<file path="src/rtl/mpi_eth_pkt_gen.sv">
// -----------------------------------------------------------------------------
// mpi_eth_pkt_gen
//
// Purpose:
//   MPI-over-Ethernet packet generator. One accepted header request, plus a
//   payload stream, becomes one AXI-Stream packet. The packet is a fixed
//   256-bit header followed by `size` payload bytes, cut into DATA_W-bit beats.
//   Requests larger than MAX_BYTES are rejected with a one-cycle err_size pulse.
//   A pay_LAST that disagrees with the byte count gives a one-cycle err_len
//   pulse. The packet length always follows `size`, never pay_LAST.
//
// Parameters:
//   DATA_W     beat width in bits (64, 128 or 256)
//   MAX_BYTES  largest payload size accepted, in bytes
//   CNT_W      width of the sent-packet counter
//
// Ports:
//   clk, resetn                   clock; asynchronous active-low reset
//   hdr_valid / hdr_ready         header request handshake; hdr_ready means idle
//   mac_dst .. size               header request fields
//   pay_DATA/KEEP/LAST/VALID      payload input stream; pay_KEEP is ignored
//   pay_READY                     payload ready
//   stream_out_*                  packet output stream (AXI-Stream)
//   err_size, err_len             one-cycle error pulses
//   pkt_count                     number of packets fully sent (wraps)
// -----------------------------------------------------------------------------
module mpi_eth_pkt_gen #(
  parameter int DATA_W    = 64,
  parameter int MAX_BYTES = 9000,
  parameter int CNT_W     = 32
) (
  input  logic                clk,
  input  logic                resetn,
  input  logic                hdr_valid,
  output logic                hdr_ready,
  input  logic [47:0]         mac_dst,
  input  logic [47:0]         mac_src,
  input  logic [31:0]         ip_src,
  input  logic [31:0]         ip_dst,
  input  logic [15:0]         dst,
  input  logic [15:0]         dst_rank,
  input  logic [7:0]          src_rank,
  input  logic [7:0]          packet_type,
  input  logic [7:0]          tag,
  input  logic [31:0]         size,
  input  logic [DATA_W-1:0]   pay_DATA,
  input  logic [DATA_W/8-1:0] pay_KEEP,
  input  logic                pay_LAST,
  input  logic                pay_VALID,
  output logic                pay_READY,
  output logic [DATA_W-1:0]   stream_out_DATA,
  output logic [DATA_W/8-1:0] stream_out_KEEP,
  output logic                stream_out_LAST,
  output logic                stream_out_VALID,
  input  logic                stream_out_READY,
  output logic                err_size,
  output logic                err_len,
  output logic [CNT_W-1:0]    pkt_count
);

  localparam int BPB = DATA_W / 8;
  localparam int HB  = 256 / DATA_W;
  localparam int SH  = $clog2(BPB);
  localparam logic [2:0]     HB_LAST  = 3'(HB - 1);
  localparam logic [BPB-1:0] KEEP_ALL = '1;

  // Only the three widths that divide the 256-bit header into whole beats work.
  if (DATA_W != 64 && DATA_W != 128 && DATA_W != 256) begin : g_bad_width
    $error("mpi_eth_pkt_gen: DATA_W must be 64, 128 or 256");
  end

  typedef enum logic [1:0] {
    IDLE,
    HDR,
    PAY,
    DONE
  } state_t;

  state_t         state;
  logic [255:0]   hdr_vec;
  logic [2:0]     hdr_idx;
  logic           size_zero;
  logic [15:0]    pay_total;
  logic [15:0]    pay_cnt;
  logic [BPB-1:0] tail_keep;

  logic           out_fire;
  logic           pay_fire;
  logic           last_pay_beat;
  logic           size_bad;
  logic [255:0]   req_hdr;
  logic [15:0]    req_beats;
  logic [BPB-1:0] req_tail_keep;
  logic           unused_pay_keep;

  // Upstream byte enables carry no information; output KEEP comes from size.
  assign unused_pay_keep = ^pay_KEEP;

  // Header vector as it goes on the wire, most significant byte first.
  assign req_hdr = {mac_dst, mac_src, ip_src, ip_dst, dst, dst_rank,
                    src_rank, packet_type, tag, size, 8'h00};

  // Payload beats are ceil(size / BPB). This is only latched when size is legal,
  // so the truncation to 16 bits cannot lose anything.
  assign req_beats = 16'((size + 32'(BPB - 1)) >> SH);

  // The tail beat keeps the low (size mod BPB) bytes. A zero remainder means
  // the tail beat is full.
  assign req_tail_keep = (size[SH-1:0] == '0) ? KEEP_ALL
                                              : ~(KEEP_ALL << size[SH-1:0]);

  assign size_bad      = size > 32'(MAX_BYTES);
  assign out_fire      = stream_out_VALID && stream_out_READY;
  assign last_pay_beat = (pay_cnt + 16'd1) == pay_total;

  // The output register is a one-entry stage. It can take a new payload beat
  // whenever it is empty or is being drained this cycle. No beats are taken
  // once the size count has been reached, so extra upstream beats are held off.
  assign pay_READY = (state == PAY) && (pay_cnt != pay_total) &&
                     (!stream_out_VALID || stream_out_READY);
  assign pay_fire  = pay_VALID && pay_READY;

  // Select header beat k. Beat 0 is the most significant slice of the vector.
  function automatic logic [DATA_W-1:0] hdr_beat(input logic [255:0] h,
                                                 input logic [2:0]   k);
    return DATA_W'(h >> (256 - (int'(k) + 1) * DATA_W));
  endfunction

  // Main control. One registered FSM owns every output register.
  // The output beat register only changes when it is empty or its current
  // beat transfers, so DATA/KEEP/LAST hold steady while the consumer stalls.
  always_ff @(posedge clk or negedge resetn) begin
    if (!resetn) begin
      state            <= IDLE;
      hdr_ready        <= 1'b1;
      stream_out_VALID <= 1'b0;
      stream_out_LAST  <= 1'b0;
      stream_out_DATA  <= '0;
      stream_out_KEEP  <= '0;
      err_size         <= 1'b0;
      err_len          <= 1'b0;
      pkt_count        <= '0;
      hdr_vec          <= '0;
      hdr_idx          <= '0;
      size_zero        <= 1'b0;
      pay_total        <= '0;
      pay_cnt          <= '0;
      tail_keep        <= '0;
    end else begin
      err_size <= 1'b0;
      err_len  <= 1'b0;
      case (state)
        IDLE: begin
          if (hdr_valid && hdr_ready) begin
            if (size_bad) begin
              err_size <= 1'b1;
            end else begin
              hdr_vec          <= req_hdr;
              size_zero        <= (size == 32'd0);
              pay_total        <= req_beats;
              pay_cnt          <= '0;
              tail_keep        <= req_tail_keep;
              hdr_idx          <= '0;
              stream_out_DATA  <= hdr_beat(req_hdr, 3'd0);
              stream_out_KEEP  <= KEEP_ALL;
              stream_out_LAST  <= (HB == 1) && (size == 32'd0);
              stream_out_VALID <= 1'b1;
              hdr_ready        <= 1'b0;
              state            <= HDR;
            end
          end
        end

        HDR: begin
          if (out_fire) begin
            if (hdr_idx == HB_LAST) begin
              stream_out_VALID <= 1'b0;
              stream_out_LAST  <= 1'b0;
              if (size_zero) begin
                pkt_count <= pkt_count + CNT_W'(1);
                state     <= DONE;
              end else begin
                state <= PAY;
              end
            end else begin
              hdr_idx         <= hdr_idx + 3'd1;
              stream_out_DATA <= hdr_beat(hdr_vec, hdr_idx + 3'd1);
              stream_out_LAST <= size_zero && ((hdr_idx + 3'd1) == HB_LAST);
            end
          end
        end

        PAY: begin
          if (pay_fire) begin
            stream_out_DATA  <= pay_DATA;
            stream_out_KEEP  <= last_pay_beat ? tail_keep : KEEP_ALL;
            stream_out_LAST  <= last_pay_beat;
            stream_out_VALID <= 1'b1;
            pay_cnt          <= pay_cnt + 16'd1;
            err_len          <= (pay_LAST != last_pay_beat);
          end else if (out_fire) begin
            stream_out_VALID <= 1'b0;
            stream_out_LAST  <= 1'b0;
            if (stream_out_LAST) begin
              pkt_count <= pkt_count + CNT_W'(1);
              state     <= DONE;
            end
          end
        end

        DONE: begin
          hdr_ready <= 1'b1;
          state     <= IDLE;
        end

        default: begin
          hdr_ready <= 1'b1;
          state     <= IDLE;
        end
      endcase
    end
  end

endmodule

</file>
<file path="config.mk">
export PLATFORM = sky130hd
export DESIGN_NAME = mpi_eth_pkt_gen
export DESIGN_NICKNAME = d
export VERILOG_FILES = /design/src/rtl/mpi_eth_pkt_gen.sv
export SDC_FILE = /design/constraint.sdc
export NUM_CORES = 1
export LEC_CHECK = 0
export CAP_MARGIN = 40
export CORE_MARGIN = 2
export CORE_UTILIZATION = 25
export CTS_BUF_LIST = sky130_fd_sc_hd__clkbuf_4
export DETAILED_ROUTE_END_ITERATION = 10
export PLACE_DENSITY = 0.43
export SLEW_MARGIN = 30
export SYNTH_ARGS = -nofsm -noshare
export SYNTH_HDL_FRONTEND = slang
export SYNTH_SLANG_ARGS = --single-unit
</file>
<file path="constraint.sdc">
create_clock -name clk -period 4.2 [get_ports clk]
set_clock_uncertainty 0.15 [all_clocks]
set_input_delay 0.63 -clock clk [delete_from_list [all_inputs] [get_ports clk]]
set_output_delay 0.63 -clock clk [all_outputs]
set_load 0.005 [all_outputs]
</file>
Run 1, cell density map:
Scale bar: 100 µm. The die is cut into 28 by 28 equal tiles; white is low, dark blue is high, 0 to 100% covered.
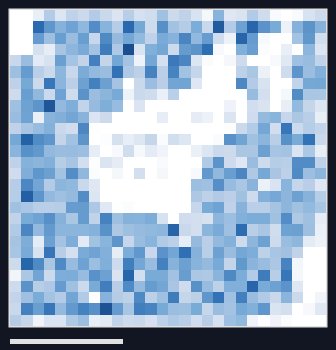
emptiest ninth of the die: center
tiles over 75% full: 1.9%
fullest tile: 88%
mean over tiles: 32%
area of the core: 0.07582 mm²
floorplan utilization: 25.24%
Final Core Density: 34.74%

Run 1, nets reached from selected ports:
Scale bar: 100 µm.
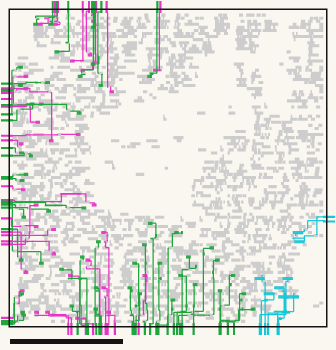
[ip_dst] magenta | bits: 32 | direction: input | edge: 15 left, 9 bottom, 8 top | end cells: 32 | buffers: 32 | wire: 1410 µm
[stream_out_KEEP] cyan | bits: 8 | direction: output | edge: 6 bottom, 2 right | end cells: 8 | buffers: 8 | wire: 388 µm
[mac_src] green | bits: 48 | direction: input | edge: 23 bottom, 17 left, 8 top | end cells: 64 | buffers: 48 | wire: 2220 µm

Run 1, supply network:
Scale bar: 100 µm. Pins as bars on the die edge. Tap cells in gray.
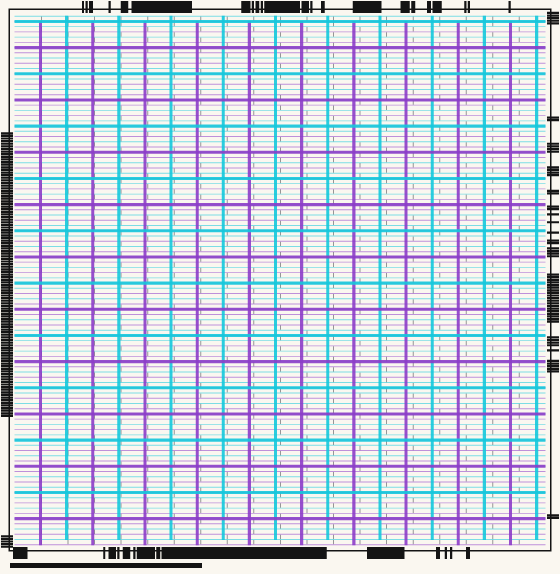
[VDD] cyan
[VSS] purple
met5 straps: 20
met1 rails: 102
tap cells: 978
vertical extent of the die: 280.7 µm
Horiz. Die Dim: 280.7 µm
IR drop worst, VDD: 0.1534 mV

[run 1: synth_stat cells, drive strengths merged, types with 17 or more instances]
cell    instances  area share, %
mux4           56            6.6
clkbuf         54            1.1
mux2          241             14
dfrtp         402             53
o21ai         181            4.7
nor3           18           0.55
xnor2          27            1.2
xor2           36            1.6
a22oi          64            2.5
nand2         194            3.8
inv            17           0.33
nor2           26           0.51
and2           34            1.1
buf            55            1.4
nand3          25           0.65
[run 1: layer usage]
layer / vias to the layer above / share of wire [%] / track usage [%]
li1: 6840 / - / -
met1: 7281 / 41 / 19.82
met2: 395 / 48 / 27.15
met3: 135 / 6.9 / 5.179
met4: 14 / 3.1 / 6.842
met5: - / 0.14 / 0
==> qor_table.md, run 1 <==
| Quantity | This run | Unit |
| --- | --- | --- |
| CTS clk-pin slew, worst paths | 0.07 | ns |
| Vias in the first global route | 15829 | - |
| Clock-cell share of area | 5.496 | % |
| Run status | completed | - |
| Setup-violating endpoint count in the final report | 0 | - |
| Reg-to-reg setup timing slack | 0.59 | ns |
| Top-Level Pins | 436 | - |
| DRC violations left | 0 | - |
| Well tap count | 978 | - |
| Portion of the layout cell area used by non-clock buffers | 18.60 | % |
| Dominant non-sequential cell family after synthesis | multiplexers | - |
| Area after DPL | 0.02483 | mm² |
| Critical path data arrival time | 3.13 | ns |
| Critical-path top delay cell | sky130_fd_sc_hd__dfrtp_1 | - |
| Worst path depth | 5 | - |
| Share of flip-flops with an asynchronous set or reset after synthesis | 100.0 | % |
| P_sw | 0.001993 | W |
| Seq cells post-synth | 403 | - |
| Sequential standard cell area | 0.01009 | mm² |
| Post-synth mux share | 20.93 | % |
| Combinational gates | 1066 | - |
| Register bank with the most flops | hdr_vec | - |
| CTS tree | done | - |
| P&R area growth vs syn | 37.66 | % |
| Worst-case clock buffer depth | 3 | - |
| First-pass GRT wire length | 97870 | µm |
| Number of nets produced by synthesis | 1934 | - |
| Cell Chain, Critical Path | xor2_1, nor3_1, nand4_1, o211a_1, clkdlybuf4s50_1 | - |
| Comb gate area | 0.008588 | mm² |
| Final-layout setup total negative slack | 0 | ns |
Run 1, placement view:
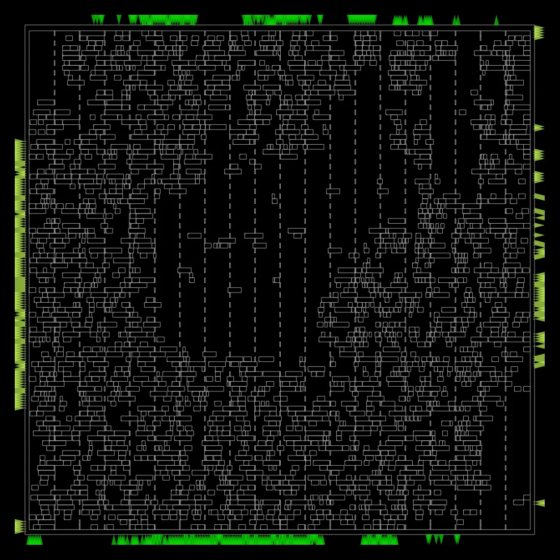

## Run 2: what changed since run 1
--- a/config.mk
+++ b/config.mk
@@ -6,11 +6,11 @@
 export NUM_CORES = 1
 export LEC_CHECK = 0
 export CAP_MARGIN = 40
-export CORE_MARGIN = 2
 export CORE_UTILIZATION = 25
 export CTS_BUF_LIST = sky130_fd_sc_hd__clkbuf_4
 export DETAILED_ROUTE_END_ITERATION = 10
 export PLACE_DENSITY = 0.43
+export REMOVE_ABC_BUFFERS = 1
 export SLEW_MARGIN = 30
 export SYNTH_ARGS = -nofsm -noshare
 export SYNTH_HDL_FRONTEND = slang
Run 2, placement view:
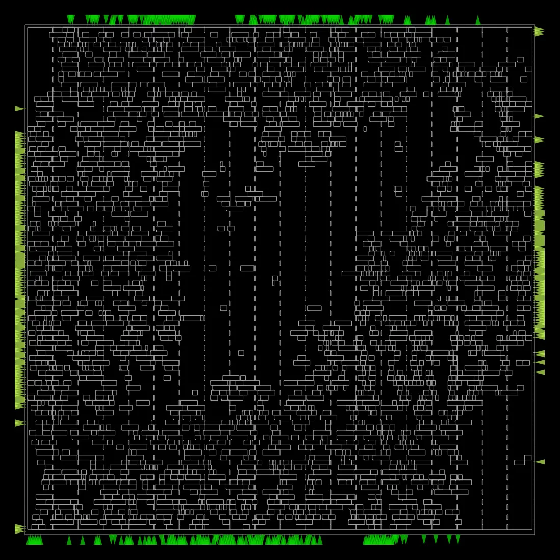
fraction of area in registers: 38.15%
Final Core Density: 34.88%
fin cells: 3163
flip-flop and latch count: 403

Run 2, cell density map:
Scale bar: 100 µm. The die is cut into 28 by 28 equal tiles; white is low, dark blue is high, 0 to 100% covered.
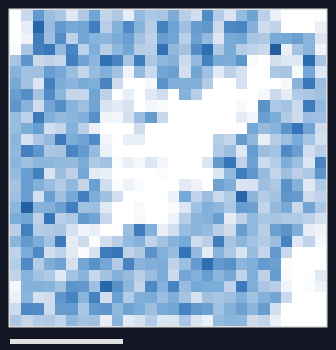
fullest tile: 82%
mean over tiles: 33%
nearly empty tiles: 16%
tiles over 75% full: 0.80%
emptiest ninth of the die: center

==> run 2 against run 1 <==
  * Count of clock-buffer cells in the layout unchanged
  * Global-route usage shrank 0.24 points
  * Routed wire length down 3.8%
  * Sequential share of layout area decreased by 0.16 points
  * Clock power grew 1%
  * Final cell count hardly changed
  * Register-to-register slack better by 0.27 ns
  * Worst setup slack improved by 0.099 ns
  * Die size shrank 1.4%
  * Worst hold slack gained 0.017 ns
  * Maximum frequency up 2.6%
  * First-iteration DRC count fell by 24%
  * Critical endpoint unchanged
  * Largest power group unchanged
  * Highest routed layer unchanged
==> qor_table.md, run 2 <==
| Quantity | This run | Unit |
| --- | --- | --- |
| First-pass GRT wire length | 95190 | µm |
| Floorplan utilization | 25.24 | % |
| Clk Latency, worst-skew pair | 0.91 | ns |
| Cell Chain, Critical Path | xnor2_1, nand2_1, or4_4, o211a_1, clkdlybuf4s50_1 | - |
| IR drop worst, VDD | 0.1486 | mV |
| Critical-path top delay cell | sky130_fd_sc_hd__or4_4 | - |
| Synth top cells by count | 402 x sky130_fd_sc_hd__dfrtp_1, 241 x sky130_fd_sc_hd__mux2_2, 194 x sky130_fd_sc_hd__nand2_1 | - |
| Grt peak-use layer | met2 | - |
| Met1 Routed Length | 26200 | µm |
| Vias in the first global route | 15597 | - |
| Biggest cell delay along the critical path | 0.56 | ns |
| Synth area leader | sky130_fd_sc_hd__dfrtp_1 | - |
| First-pass detailed-route iteration total | 7 | - |
| P_sw | 0.002014 | W |
| Top-Level Pins | 436 | - |
| Seq cells post-synth | 403 | - |
| Setup-violating endpoint count in the final report | 0 | - |
| Dominant non-sequential cell family after synthesis | multiplexers | - |
| M3 GR Usage | 6.677 | % |
| Vertical extent of the die | 278.7 | µm |
| Critical path data arrival time | 3.03 | ns |
| Most frequent cell after synthesis | sky130_fd_sc_hd__dfrtp_1 | - |
| Run status | completed | - |
| CTS tree | done | - |
| Worst path depth | 5 | - |
| Final-layout setup total negative slack | 0 | ns |
| DRC violations left | 0 | - |
| Global routing usage on met1 | 19.64 | % |
| Share of Yosys cell area claimed by the top area cell type | 52.57 | % |
| Total met3 wirelength after detailed routing | 4942 | µm |
| Horiz. Die Dim | 278.7 | µm |
| P&R area growth vs syn | 38.23 | % |
| Met2 routing resource usage after global routing | 25.95 | % |
| Antenna viol nets, final | 0 | - |
| Share of flip-flops with an asynchronous set or reset after synthesis | 100.0 | % |
| Area of the core | 0.07582 | mm² |
run 2: stage by stage:
stage	cells	util, %
global route	3160	34.87
finish	3163	34.88
global placement	2935	32.67
CTS	3151	34.83
detailed placement	2936	32.69
floorplan	1486	-
run 2: what timing repair did:
item	4_1_cts	5_1_grt
hold buffers	17	0
setup buffers	0	2
setup endpoints to repair	0	1
endpoints found under the hold margin	93	0
run 2: final cells by class:
type / count / area, µm²
clock inverter: 27 / 165.2
multi-input combinational: 1066 / 8586
timing repair buffer: 492 / 5015
antenna: 9 / 22.52
clock buffer: 171 / 1284
tap: 978 / 1224
sequential: 403 / 10090
fill: 7588 / 49370
inverter: 17 / 63.81
Run 2, nets reached from selected ports:
Scale bar: 100 µm.
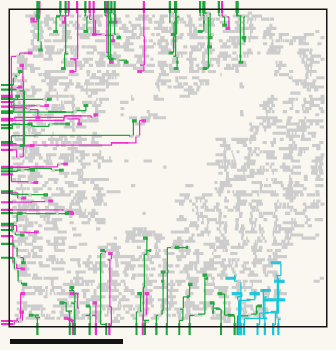

## Run 3: what changed since run 2
--- a/config.mk
+++ b/config.mk
@@ -5,11 +5,12 @@
 export SDC_FILE = /design/constraint.sdc
 export NUM_CORES = 1
 export LEC_CHECK = 0
-export CAP_MARGIN = 40
+export CELL_PAD_IN_SITES_DETAIL_PLACEMENT = 1
+export CELL_PAD_IN_SITES_GLOBAL_PLACEMENT = 1
 export CORE_UTILIZATION = 25
 export CTS_BUF_LIST = sky130_fd_sc_hd__clkbuf_4
 export DETAILED_ROUTE_END_ITERATION = 10
-export PLACE_DENSITY = 0.43
+export PLACE_DENSITY = 0.52
 export REMOVE_ABC_BUFFERS = 1
 export SLEW_MARGIN = 30
 export SYNTH_ARGS = -nofsm -noshare
Run 3, nets reached from selected ports:
Scale bar: 100 µm.
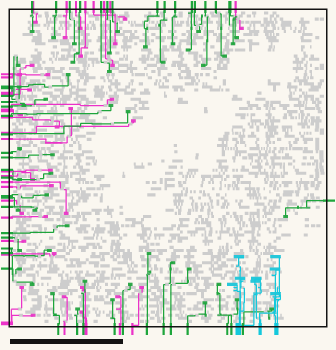
[mac_src] green | bits: 48 | direction: input | edge: 19 left, 16 top, 12 bottom, 1 right | end cells: 64 | buffers: 48 | wire: 1900 µm
[stream_out_KEEP] cyan | bits: 8 | direction: output | edge: bottom | end cells: 8 | buffers: 8 | wire: 459 µm
[ip_dst] magenta | bits: 32 | direction: input | edge: 19 left, 8 top, 5 bottom | end cells: 32 | buffers: 32 | wire: 1160 µm

==> run 3 against run 2 <==
  * Register-to-register slack worse by 0.15 ns
  * Final area decreased by 0.71%
  * Die size unchanged
==> qor_table.md, run 3 <==
| Quantity | This run | Unit |
| --- | --- | --- |
| Critical-path top delay cell | sky130_fd_sc_hd__dfrtp_1 | - |
| Share of flip-flops with an asynchronous set or reset after synthesis | 100.0 | % |
| Vias in the first global route | 16682 | - |
| Grt peak-use layer | met2 | - |
| Ant diodes | 14 | - |
| Share of Yosys cell area claimed by the top area cell type | 52.57 | % |
| First-pass detailed-route iteration total | 5 | - |
| Area after DPL | 0.02461 | mm² |
| Biggest cell delay along the critical path | 0.48 | ns |
| Comb gate area | 0.008586 | mm² |
| Cell Count Post-Placement | 2923 | - |
| Worst-case clock buffer depth | 3 | - |
| Met2 routing resource usage after global routing | 27.40 | % |
| CTS tree | done | - |
| Post-synth mux share | 20.93 | % |
| DRC violations left | 0 | - |
| Total met3 wirelength after detailed routing | 5230 | µm |
| CTS clk-pin slew, worst paths | 0.06 | ns |
| Final-layout setup total negative slack | 0 | ns |
| Synth top cells by count | 402 x sky130_fd_sc_hd__dfrtp_1, 241 x sky130_fd_sc_hd__mux2_2, 194 x sky130_fd_sc_hd__nand2_1 | - |
| Run status | completed | - |
| M3 GR Usage | 6.820 | % |
| Most frequent cell after synthesis | sky130_fd_sc_hd__dfrtp_1 | - |
| Fin cells | 3156 | - |
| Number of buffers other than clock buffers in the final layout | 462 | - |
| Well tap count | 978 | - |
| Antenna viol nets, final | 0 | - |
| Critical path data arrival time | 3.15 | ns |
| Clock buffer cells | 187 | - |
Run 3, supply network:
Scale bar: 100 µm. Pins as bars on the die edge. Tap cells in gray.
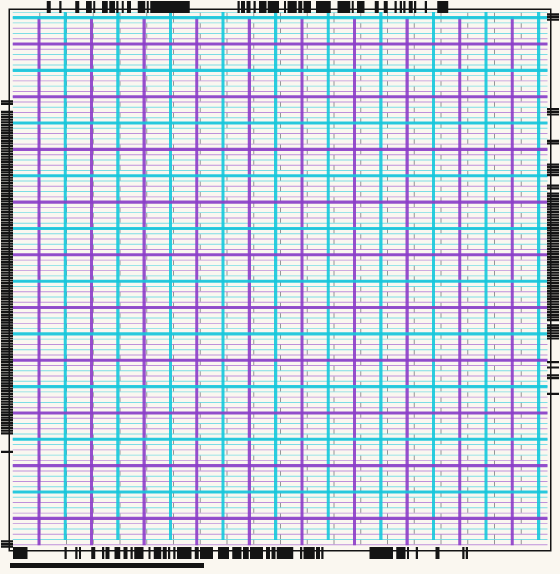
[VDD] cyan
[VSS] purple
signal pins: 436
met4 straps: 20
met5 straps: 20
tap cells: 978
rows: 101
Horiz. Die Dim: 278.7 µm
vertical extent of the die: 278.7 µm
IR drop worst, VDD: 0.1832 mV

==> run 3: cell counts after synthesis <==
No cell type changed its count.
==> run 3: how the worst max path moves through the flow <==
| stage | slack [ns] | cells after the start | end |
|---|---|---|---|
| 2_1_floorplan | -3.92 | 8 | stream_out_DATA[10] |
| 3_3_place_gp | 0.49 | 10 | stream_out_DATA[58] |
| 3_5_place_dp | 0.47 | 8 | stream_out_DATA[53] |
| 4_1_cts | 0.09 | 5 | pay_READY |
| 5_1_grt | 0.008 | 5 | pay_READY |
| 6_report | 0.27 | 5 | pay_READY |
==> run 3: what timing repair did <==
action | 4_1_cts | 5_1_grt
endpoints found under the hold margin | 163 | 0
hold buffers | 3 | 0
gates resized | 0 | 0
buffers inserted | 0 | 0
Power figures rest on the tool's default switching activity, not on a simulated workload.
